**Run 1: the metal 1 layer**

Scale: 4 px per um. Cells faint in the background.
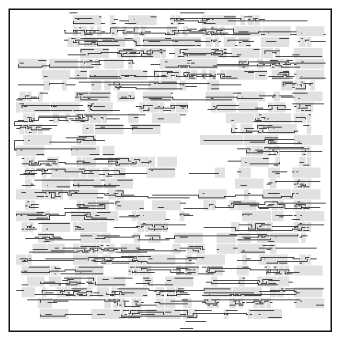
**Run 1: metal 2**

Scale: 6 px per um.
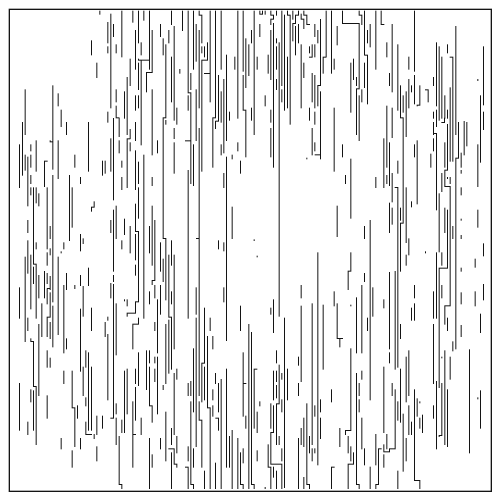
**Run 1: the metal 3 layer**

Scale: 3 px per um. Cells faint in the background.
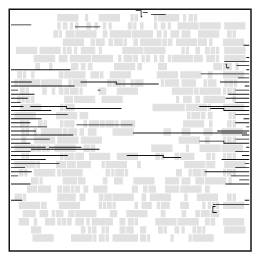
===== config.mk =====
export PLATFORM = sky130hd
export DESIGN_NAME = regfile_dump_reader
export DESIGN_NICKNAME = d
export VERILOG_FILES = /design/src/rtl/regfile_dump_reader.sv
export SDC_FILE = /design/constraint.sdc
export NUM_CORES = 1
export LEC_CHECK = 0
export ABC_AREA = 0
export CORE_UTILIZATION = 55
export DETAILED_ROUTE_END_ITERATION = 10
export DONT_BUFFER_PORTS = 1
export GPL_TIMING_DRIVEN = 1
export PLACE_DENSITY = 0.7
export SYNTH_ARGS = -nofsm -noshare
export SYNTH_HDL_FRONTEND = slang
export SYNTH_SLANG_ARGS = --single-unit

===== constraint.sdc =====
create_clock -name clk_i -period 4.8 [get_ports clk_i]
set_input_delay 1.2 -clock clk_i [delete_from_list [all_inputs] [get_ports clk_i]]
set_output_delay 1.2 -clock clk_i [all_outputs]
set_load 0.03 [all_outputs]

===== src/rtl/regfile_dump_reader.sv =====
// Debug read-out engine: walks a register-file index range through a spare read port
// and streams {index, value} over a valid/ready channel while accumulating an XOR checksum.
module regfile_dump_reader #(
    parameter int NUM_REGS = 32,
    parameter int ADDR_W   = 5,
    parameter int DATA_W   = 32
) (
    input  logic              clk_i,
    input  logic              rst_i,
    input  logic              start_i,
    input  logic [ADDR_W-1:0] first_idx_i,
    input  logic [ADDR_W-1:0] last_idx_i,
    input  logic              abort_i,
    output logic [ADDR_W-1:0] rd_addr_o,
    input  logic [DATA_W-1:0] rd_data_i,
    output logic              out_valid_o,
    input  logic              out_ready_i,
    output logic [DATA_W-1:0] out_data_o,
    output logic [ADDR_W-1:0] out_idx_o,
    output logic              out_last_o,
    output logic              busy_o,
    output logic              done_o,
    output logic [DATA_W-1:0] checksum_o
);

    typedef enum logic [1:0] {
        IDLE  = 2'd0,
        FETCH = 2'd1,
        SEND  = 2'd2,
        DONE  = 2'd3
    } state_t;

    localparam logic [ADDR_W-1:0] LAST_REG = ADDR_W'(NUM_REGS - 1);

    state_t              state_q, state_d;
    logic [ADDR_W-1:0]   cur_idx_q, cur_idx_d;
    logic [ADDR_W-1:0]   end_idx_q, end_idx_d;
    logic [ADDR_W-1:0]   rd_addr_q, rd_addr_d;
    logic                out_valid_q, out_valid_d;
    logic [DATA_W-1:0]   out_data_q, out_data_d;
    logic [ADDR_W-1:0]   out_idx_q, out_idx_d;
    logic                out_last_q, out_last_d;
    logic [DATA_W-1:0]   checksum_q, checksum_d;

    logic                handshake;
    logic [ADDR_W-1:0]   next_idx;

    assign handshake = out_valid_q & out_ready_i;
    // The index space wraps at NUM_REGS, which need not be a power of two.
    assign next_idx  = (cur_idx_q == LAST_REG) ? '0 : cur_idx_q + ADDR_W'(1);

    always_ff @(posedge clk_i) begin
        if (rst_i) begin
            state_q     <= IDLE;
            cur_idx_q   <= '0;
            end_idx_q   <= '0;
            rd_addr_q   <= '0;
            out_valid_q <= 1'b0;
            out_data_q  <= '0;
            out_idx_q   <= '0;
            out_last_q  <= 1'b0;
            checksum_q  <= '0;
        end else begin
            state_q     <= state_d;
            cur_idx_q   <= cur_idx_d;
            end_idx_q   <= end_idx_d;
            rd_addr_q   <= rd_addr_d;
            out_valid_q <= out_valid_d;
            out_data_q  <= out_data_d;
            out_idx_q   <= out_idx_d;
            out_last_q  <= out_last_d;
            checksum_q  <= checksum_d;
        end
    end

    always_comb begin
        state_d     = state_q;
        cur_idx_d   = cur_idx_q;
        end_idx_d   = end_idx_q;
        rd_addr_d   = rd_addr_q;
        out_valid_d = out_valid_q;
        out_data_d  = out_data_q;
        out_idx_d   = out_idx_q;
        out_last_d  = out_last_q;
        checksum_d  = checksum_q;

        unique case (state_q)
            IDLE: begin
                // An abort arriving with start cancels the request outright.
                if (start_i && !abort_i) begin
                    state_d    = FETCH;
                    cur_idx_d  = first_idx_i;
                    end_idx_d  = last_idx_i;
                    rd_addr_d  = first_idx_i;
                    checksum_d = '0;
                end
            end
            FETCH: begin
                if (abort_i) begin
                    state_d = IDLE;
                end else begin
                    out_data_d  = rd_data_i;
                    out_idx_d   = cur_idx_q;
                    out_last_d  = (cur_idx_q == end_idx_q);
                    out_valid_d = 1'b1;
                    state_d     = SEND;
                end
            end
            SEND: begin
                // An accepted word always counts, even when abort wins the state decision.
                if (handshake) begin
                    checksum_d = checksum_q ^ out_data_q;
                end
                if (abort_i) begin
                    out_valid_d = 1'b0;
                    state_d     = IDLE;
                end else if (handshake) begin
                    out_valid_d = 1'b0;
                    if (out_last_q) begin
                        state_d = DONE;
                    end else begin
                        cur_idx_d = next_idx;
                        rd_addr_d = next_idx;
                        state_d   = FETCH;
                    end
                end
            end
            DONE: begin
                state_d = IDLE;
            end
            default: begin
                state_d = IDLE;
            end
        endcase
    end

    assign rd_addr_o   = rd_addr_q;
    assign out_valid_o = out_valid_q;
    assign out_data_o  = out_data_q;
    assign out_idx_o   = out_idx_q;
    assign out_last_o  = out_last_q;
    assign busy_o      = (state_q != IDLE);
    assign done_o      = (state_q == DONE);
    assign checksum_o  = checksum_q;

endmodule


==> qor.yml, run 1 <==
placed_design:
  place.gp.congestion: 0.7260
  place.port_buffers: 0
layout:
  finalNetCount: 424
  final_layout_size_suffix_gt1_share_pct: 6.316
  postLayoutCoreUtil_pct: 59.44
  fill_cells: 547
  final-comb-area_mm2: 0.001518
power:
  power.combinational.fraction_pct: 4.3
  vdd_drop_max_v: 0.0002120
sta:
  layout_min_cycle_time_ns: 2.617
  finalSetupViolCount: 0
  final.period_utilization_pct: 54.51
  tightestPinTransition_ns: 1.122
  timing.fmax_mhz: 382.2
clock_tree:
  cts_setup_buffers: 0
  clock_tree.root_cell: "sky130_fd_sc_hd__clkbuf_8"
  clock.latency.late_pin_ns: 0.35
  cts.path.max_buffers: 2
  cts_hold_buffers: 0
yosys:
  synth_area_per_cell_um2: 8.601
  synth-async-reset-ratio_pct: 0
  edf_count: 0
  ys.flops: 83
die:
  number_of_top_level_pins: 125
  die_y_um: 80.10
  fp-utilization_pct: 56.99
setup_path:
  setup.worst_path.end_class: "register"
  crit_path_cell_trace: "nor4b_4 > buf_4 > or2_1 > nor2_1"
  critical_path_required_ns: 5.00
hold_path:
  min-delay-path-class: "register to register"
drt:
  detail_route.drc_violations: 0
  initialDrtViolationCount: 73
outcome:
  status: "finished clean"
-- 'the metal 1 layer' (at the start) --
382 nets have wire on it. The layer carries 3020 um of wire. The wires run mostly horizontal. The longest straight run is 20.2 um.
number of vias in the routed layout: 2504
routed wire length: 7122 um
global routing usage on met1: 24.93%

-- 'metal 2' (at the start) --
The wires run mostly vertical. The layer carries 3380 um of wire. 333 nets have wire on it. The longest straight run is 45.6 um.

-- 'the metal 3 layer' (at the start) --
The layer carries 665 um of wire. The wires run mostly horizontal. 69 nets have wire on it. The longest straight run is 37.7 um. The layer holds 9.3% of the routed length.

run 1: logic make-up (layout without fill, tap and decap cells):
group / Yosys count / in the layout / synth area share (%)
xor+xnor: 38 / 38 / 9.922
simple gates: 146 / 146 / 18.84
flops: 83 / 83 / 49.53
compound gates: 85 / 85 / 13.65
fa+ha+maj: 2 / 2 / 0.7459
mux: 7 / 7 / 2.089
buf+inv: 29 / 19 / 5.222
run 1: critical path: cells and delay by family:
family / cells / cell delay [ns]
buffers and inverters: 1 / 0.40
AND/OR/NAND/NOR: 3 / 1.19
run 1: cell type report:
class | count | area share, %
multi-input cells | 278 | 43.38
clock inverters | 6 | 1.860
flip-flops and latches | 83 | 47.50
well taps | 75 | 2.682
clock buffers | 10 | 3.934
repair buffers | 3 | 0.6438
run 1: routing by layer:
layer	routed length (um)	GRT usage (%)	vias to the layer above
li1	-	-	1247
met1	3021	24.93	1158
met2	3378	38.03	93
met3	665	10.68	6
met4	58	7.679	0
met5	0	0	-
run 1: power by group through the flow:
stage                     Clock (mW)  Sequential [mW]  Combinational, mW
after global placement             0            0.755             0.0550
after global routing           0.547            0.741             0.0624
after CTS                      0.518            0.739             0.0565
after floorplan                    0            0.749             0.0579
after detailed placement           0            0.755             0.0562
final                          0.504            0.739             0.0556
run 1: sequential cells by signal (all words and copies together) (netlist names):
register,flops
checksum_o,32
out_data_o,32
end_idx_q,5
out_idx_o,5
rd_addr_o,5
state_q,2
out_last_o,1
out_valid_o,1
run 1: placed cells by master (no fill, tap or decap), drive strengths merged, types with 2 or more instances in the layout:
master,synthesis,routed
xnor2,3,3
clkbuf,10,10
nor2,47,47
nor3,4,4
clkinv,0,4
dfxtp,83,83
a211oi,4,4
nor3b,2,2
nor2b,2,2
buf,19,3
o21ai,35,35
mux2i,7,7
and2,2,2
nand2,78,78
a21oi,41,41
or2,2,2
nor4,2,2
ha,2,2
xor2,35,35
run 1: final timing paths:
kind,startpoint,endpoint,slack (ns),depth (start not counted)
setup / recovery,abort_i,checksum_o[16]$_SDFFE_PP0P_,2.18,4
hold / removal,end_idx_q[2]$_SDFFE_PP0P_,end_idx_q[2]$_SDFFE_PP0P_,0.52,2
setup reg to reg,state_q[1]$_SDFFE_PP0P_,checksum_o[16]$_SDFFE_PP0P_,2.47,4
hold reg to reg,end_idx_q[2]$_SDFFE_PP0P_,end_idx_q[2]$_SDFFE_PP0P_,0.52,2
run 1: stage by stage:
step	setup slack, ns	hold slack (ns)	cell area, um^2	instances	power, mW
6_report	2.183	0.5217	3498	455	1.299
5_1_grt	1.990	0.5367	3498	455	1.350
4_1_cts	2.146	0.5265	3498	455	1.313
3_5_place_dp	1.771	0.5067	3296	439	0.8116
3_3_place_gp	1.811	0.4927	3296	439	0.8097
2_1_floorplan	2.641	0.4804	3354	390	0.8068
**Run 1: routing congestion**

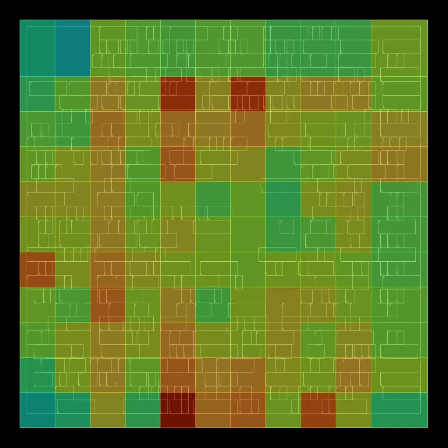

==> inputs of run 2 (changes only) <==
clock period = 2.65 ns   (was 4.8 ns; I/O delays follow)
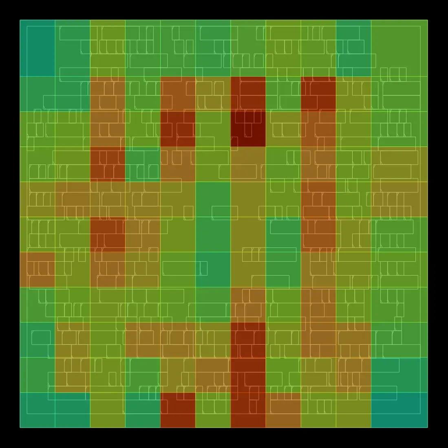
**Above:** run 2 (routing congestion).
global routing usage on met1: 27.90%
GR Util All Layers: 23.08%
core utilization of the finished layout: 59.69%
drt wl/cell: 15.54 um
busiest layer in global routing: met2

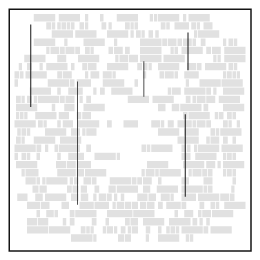
**Above:** run 2 (metal 4).
Scale: 3 px per um. Cells faint in the background.
3 nets have wire on it. The layer holds 1.7% of the routed length. The wires run mostly vertical.

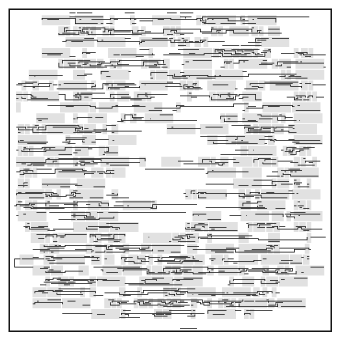
**Above:** run 2 (the metal 1 layer).
Scale: 4 px per um. Cells faint in the background.
The layer carries 3200 um of wire. 389 nets have wire on it. The longest straight run is 29.9 um.

==> run 2 against run 1 <==
  * Setup slack worse by 1.5 ns
  * Routed wire length up 0.39%
  * Count of clock-buffer cells in the layout is 2 higher
  * Die size unchanged
  * Sequential power increased by about 80%
  * Largest power group unchanged
==> qor.yml, run 2 <==
hold_path:
  min-delay-path-class: "input pin to register"
  holdCritStartpoint: "rst_i"
placed_design:
  dp.cells: 444  # +1.1%
  place.port_buffers: 0  # unchanged
power:
  finalPower_mw: 2.260  # +74%
  vdd_drop_max_v: 0.0004123  # +94%
setup_path:
  rr_startpoint: "rd_addr_o[1]$_SDFFE_PP0P_"
  worst_path_dominant_cell_family: "flip-flops"
  cp-startpoint: "state_q[1]$_SDFFE_PP0P_"
  setup.worst_path.end_class: "output port"
  cp_bufs_invs: 0  # -1
  crit_path_cell_trace: "and2_1"
  critical_path.startpoint_type: "register"
  cp_data_arrival_time_ns: 1.32
  critical_path_required_ns: 1.99  # -3.01 ns
layout:
  final_cell_mix: "83 x sky130_fd_sc_hd__dfxtp_1, 78 x sky130_fd_sc_hd__nand2_1, 47 x sky130_fd_sc_hd__nor2_1, 41 x sky130_fd_sc_hd__a21oi_1, 35 x sky130_fd_sc_hd__xor2_1"
  fill_cells: 547  # unchanged
  final_cells: 460  # +1.1%
  finalNetCount: 429  # +1.2%
  final_layout_top_logic_cell: "sky130_fd_sc_hd__dfxtp_1"
  antenna_cells_inserted: 0
  final_layout_size_suffix_gt1_share_pct: 7.273  # +0.96 points
outcome:
  status: "finished clean"
yosys:
  edf_count: 0  # unchanged
  synth_area_per_cell_um2: 8.601  # unchanged
  ys.flops: 83  # unchanged
  synth-async-reset-ratio_pct: 0  # unchanged
drt:
  initialDrtViolationCount: 101  # +38%
  vias: 2521  # +0.68%
  drt-total-wl_um: 7150  # +0.39%
  detail_route.drc_violations: 0  # unchanged
sta:
  final.period_utilization_pct: 74.75
  tightestPinTransition_ns: 0.5694  # -0.5522 ns
  setup_repair_after_global_routing_missed_its_margin: "false"
  layout_min_cycle_time_ns: 1.981
  timing.fmax_mhz: 504.8
  finalSetupViolCount: 0  # unchanged
die:
  number_of_top_level_pins: 125  # unchanged
  fp-utilization_pct: 56.99  # unchanged
  floorplan.core_area_mm2: 0.005886
  chip_area_mm2: 0.006415
  die_y_um: 80.10  # unchanged
clock_tree:
  cts_setup_buffers: 0  # unchanged
  clock.latency.late_pin_ns: 0.34  # about the same
  cts.path.max_buffers: 2  # unchanged
  cts_hold_buffers: 0  # unchanged
  clock_tree.root_cell: "sky130_fd_sc_hd__clkbuf_8"
global_route:
  first_pass_grt_wire_length_um: 11320
  global_route.overflow_total: 0
==> run 2: netlist changes by cell type in the layout (fill, tap and decap cells not counted) <==
cell	delta
sky130_fd_sc_hd__clkbuf_8	+1
sky130_fd_sc_hd__clkinvlp_4	+1
sky130_fd_sc_hd__clkbuf_1	+1
sky130_fd_sc_hd__buf_4	+5
sky130_fd_sc_hd__clkinv_4	-2
sky130_fd_sc_hd__bufinv_16	-1
==> run 2: final timing paths <==
path / end / cells past startpoint / slack, ns
worst max register to register: rd_addr_o[3]$_SDFFE_PP0P_ / 6 / 0.77
worst min-delay path: out_valid_o$_SDFFE_PP0P_ / 1 / 0.38
worst max-delay path: done_o / 1 / 0.67
worst min register to register: end_idx_q[3]$_SDFFE_PP0P_ / 2 / 0.52
==> run 2: stage by stage <==
stage          setup WS [ns]  util [%]  hold WS [ns]  instance area (um^2)
3_3_place_gp          0.7689     56.63        0.4927                  3333
4_1_cts               0.6472     59.69        0.3647                  3513
5_1_grt               0.6055     59.69        0.3566                  3513
2_1_floorplan         0.9023         -        0.4804                  3354
3_5_place_dp          0.7472     56.63        0.5061                  3333
6_report              0.6691     59.69        0.3815                  3513
==> run 2: logic make-up after synthesis <==
group / Yosys count / share of synthesized area (%)
xor+xnor: 38 / 9.922
flops: 83 / 49.53
simple gates: 146 / 18.84
buf+inv: 29 / 5.222
mux: 7 / 2.089
compound gates: 85 / 13.65
fa+ha+maj: 2 / 0.7459
==> run 2: per-layer routing <==
metal / vias up / share of wire, % / GRT usage (%)
met1: 1160 / 45 / 27.90
met2: 89 / 45 / 36.32
met4: 0 / 1.7 / 10.36
met5: - / 0 / 0
li1: 1259 / - / -
met3: 13 / 8.7 / 8.750
==> run 2: where the power goes <==
| group | leakage, nW | switching (mW) | internal [mW] |
|---|---|---|---|
| Combinational | 0.493 | 0.0661 | 0.0454 |
| Sequential | 0.671 | 0.0639 | 1.27 |
| Clock | 0.0884 | 0.426 | 0.389 |
| Total | 1.25 | 0.556 | 1.70 |
==> run 2: final cells by class <==
type	count	area, um^2	area share [%]
Tap cell	75	93.84	2.671
Clock inverter	4	25.02	0.7123
Sequential cell	83	1662	47.29
Multi-Input combinational cell	278	1518	43.20
Timing Repair Buffer	8	60.06	1.709
Clock buffer	12	155.1	4.416
==> inputs of run 3 (changes only) <==
PLACE_DENSITY = 0.73   (was 0.7)
clock period = 1.6 ns   (was 2.65 ns; I/O delays follow)
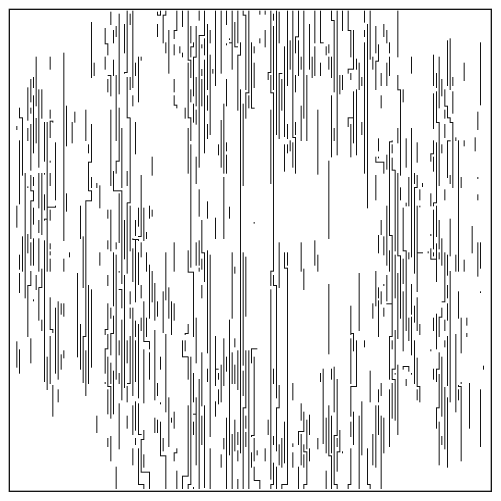
**Above:** run 3 (metal 2).
Scale: 6 px per um.
The longest straight run is 60.5 um. 370 nets have wire on it. The layer holds 50% of the routed length. The layer carries 3800 um of wire.
number of vias in the routed layout: 2681
met2 capacity usage during global routing: 40.26%
routed wire length: 7580 um

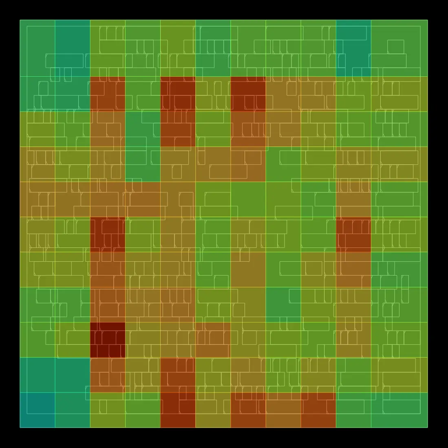
**Above:** run 3 (routing congestion).
met3 GRT Util: 7.273%
GR Util All Layers: 23.73%
global routing usage on met1: 27.80%
drt wl/cell: 15.99 um
core utilization of the finished layout: 63.61%

==> run 3 against run 2 <==
  * Worst hold slack got worse by 0.26 ns
  * Core utilization rose by 3.9 points
  * Die size did not move
  * Cell area rose by 6.6%
  * Total power rose by 79%
  * Count of clock-buffer cells in the layout did not move
  * Global-route usage rose by 0.65 points
  * Non-clock buffer count rose by 14
  * First-iteration DRC count fell by 7.9%
  * Sequential cell count did not move
==> qor.yml, run 3 <==
die:
  fp-utilization_pct: 56.99  # unchanged
  die_y_um: 80.10  # unchanged
  floorplan.core_area_mm2: 0.005886  # unchanged
  chip_area_mm2: 0.006415  # unchanged
setup_path:
  cp_bufs_invs: 0  # unchanged
  crit_cells: 6  # +5
  r2r_cells: 6  # unchanged
  cp_data_arrival_time_ns: 1.79  # +0.47 ns
  crit_path_cell_trace: "ha_1 > and3_1 > ha_2 > nor3b_2 > o21ai_1 > a211oi_1"
  critical_path_required_ns: 1.85  # -0.14 ns
power:
  power.switching_fraction_pct: 23.94  # -0.65 points
  intPower_mw: 3.074  # +80%
  vdd_drop_max_v: 0.0007387  # +79%
  power.sequential.fraction_pct: 53.8  # -5.2 points
  power.combinational.fraction_pct: 6.5  # +1.6 points
  p_sw_mw: 0.9673  # +74%
  finalPower_mw: 4.041  # +79%
hold_path:
  min-delay-path-class: "input pin to register"
  min_delay_path_depth: 1  # unchanged
yosys:
  edf_count: 0  # unchanged
  muxShareOfSynthArea_pct: 2.089  # unchanged
  post_synth_fa_ha_maj_area_fraction_pct: 0.7460  # unchanged
  synth_area_per_cell_um2: 8.601  # unchanged
  synth-xor-area-share_pct: 9.922  # unchanged
  simple_gate_share_pct: 18.84  # unchanged
  ys_top_logic_family: "simple AND/OR/NAND/NOR gates"
  ys.flops: 83  # unchanged
sta:
  layout_min_cycle_time_ns: 1.532
  timing.fmax_mhz: 652.5
  hold_slack_ns: 0.1182  # -0.2633 ns
  tightestPinTransition_ns: 0.3896  # -0.1797 ns
  final.period_utilization_pct: 95.78
  setup_repair_after_global_routing_missed_its_margin: "true"
layout:
  finalNetCount: 443  # +3.3%
  finish.instance_area_mm2: 0.003744  # +6.6%
  final_cell_mix: "79 x sky130_fd_sc_hd__dfxtp_1, 78 x sky130_fd_sc_hd__nand2_1, 47 x sky130_fd_sc_hd__nor2_1, 41 x sky130_fd_sc_hd__a21oi_1, 35 x sky130_fd_sc_hd__xor2_1"
  final_layout_top_logic_cell: "sky130_fd_sc_hd__dfxtp_1"
  antenna_cells_inserted: 0  # unchanged
clock_tree:
  clock_tree.root_cell: "sky130_fd_sc_hd__clkbuf_8"
  cts.path.max_buffers: 2  # unchanged
drt:
  wl_met3_um: 650  # +5.0%
  detail_route.wirelength.met1_um: 3057  # -4.3%
  dr.max_layer_used: "met4"
  detail_route.drc_violations: 0  # unchanged
placed_design:
  place.port_buffers: 0  # unchanged
  placed_standard_cell_area_mm2: 0.003493  # +4.8%
outcome:
  status: "finished clean"
global_route:
  first_pass_grt_wire_length_um: 11610  # +2.6%
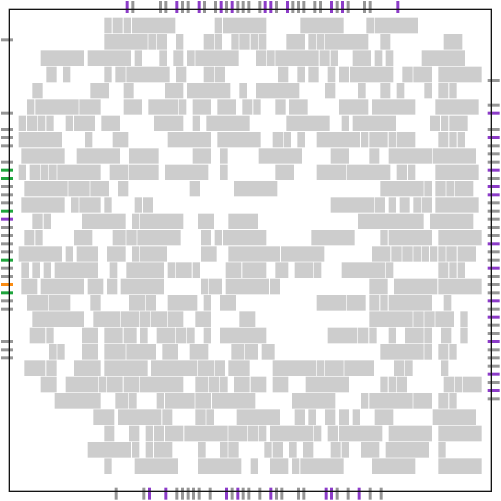
**Above:** run 3 (ports around the boundary).
Scale: 6 px per um. Pins as bars across the die edge, other pins in gray.
Key: green = rd_addr_o [pins 5, direction output, edge left]; orange = out_last_o [pins 1, direction output, edge left]; purple = out_data_o [pins 32, direction output, edge 12 right, 11 top, 8 bottom, 1 left]
All pins by edge: 37 right, 33 top, 28 bottom, 27 left.

[run 3: cell counts after synthesis]
No cell type changed its count.
[run 3: power groups by stage]
stage	Sequential, mW	Combinational [mW]	Clock [mW]
after detailed placement	2.22	0.259	0
after global routing	2.18	0.288	1.73
after floorplan	2.25	0.174	0
final	2.18	0.264	1.60
after global placement	2.22	0.254	0
after CTS	2.18	0.262	1.63
[run 3: logic make-up after synthesis]
kind of cell             after synthesis
adder cells (fa/ha/maj)                2
AND/OR/NAND/NOR                      146
AND-OR/OR-AND                         85
XOR/XNOR                              38
flip-flops                            83
buffers and inverters                 29
multiplexers                           7
[run 3: what timing repair did]
item                                   CTS  global route
setup buffers                            0             0
gates resized                            4             5
gates cloned                             0             0
hold buffers                             0             0
endpoints found under the hold margin    0             0
setup endpoints to repair                3            12
pin swaps                                1             2
[run 3: routing by layer]
metal / vias to the layer above / track usage (%)
li1: 1283 / -
met3: 9 / 7.273
met4: 0 / 9.464
met1: 1285 / 27.80
met2: 104 / 40.26
met5: - / 0
[run 3: per-stage QoR]
step / std cells / utilization (%) / setup TNS (ns)
finish: 474 / 63.61 / 0
global route: 474 / 63.61 / -0.01357
CTS: 474 / 63.33 / 0
detailed placement: 458 / 59.35 / -0.004706
global placement: 458 / 59.35 / 0
floorplan: 390 / - / 0
[run 3: worst paths after layout]
path | start | slack [ns] | to
min reg2reg | end_idx_q[1]$_SDFFE_PP0P_ | 0.52 | end_idx_q[1]$_SDFFE_PP0P_
min | rst_i | 0.12 | rd_addr_o[0]$_SDFFE_PP0P_
max | rd_addr_o[0]$_SDFFE_PP0P_ | 0.07 | rd_addr_o[3]$_SDFFE_PP0P_
max reg2reg | rd_addr_o[0]$_SDFFE_PP0P_ | 0.07 | rd_addr_o[3]$_SDFFE_PP0P_
[run 3: final cells by class]
class / instances / area, um^2
Clock inverter: 4 / 56.30
Tap cell: 75 / 93.84
Sequential cell: 83 / 1669
Fill cell: 530 / 2142
Clock buffer: 12 / 165.2
Timing Repair Buffer: 22 / 219.0
Multi-Input combinational cell: 278 / 1540
Power is estimated from default activity; no workload was simulated.
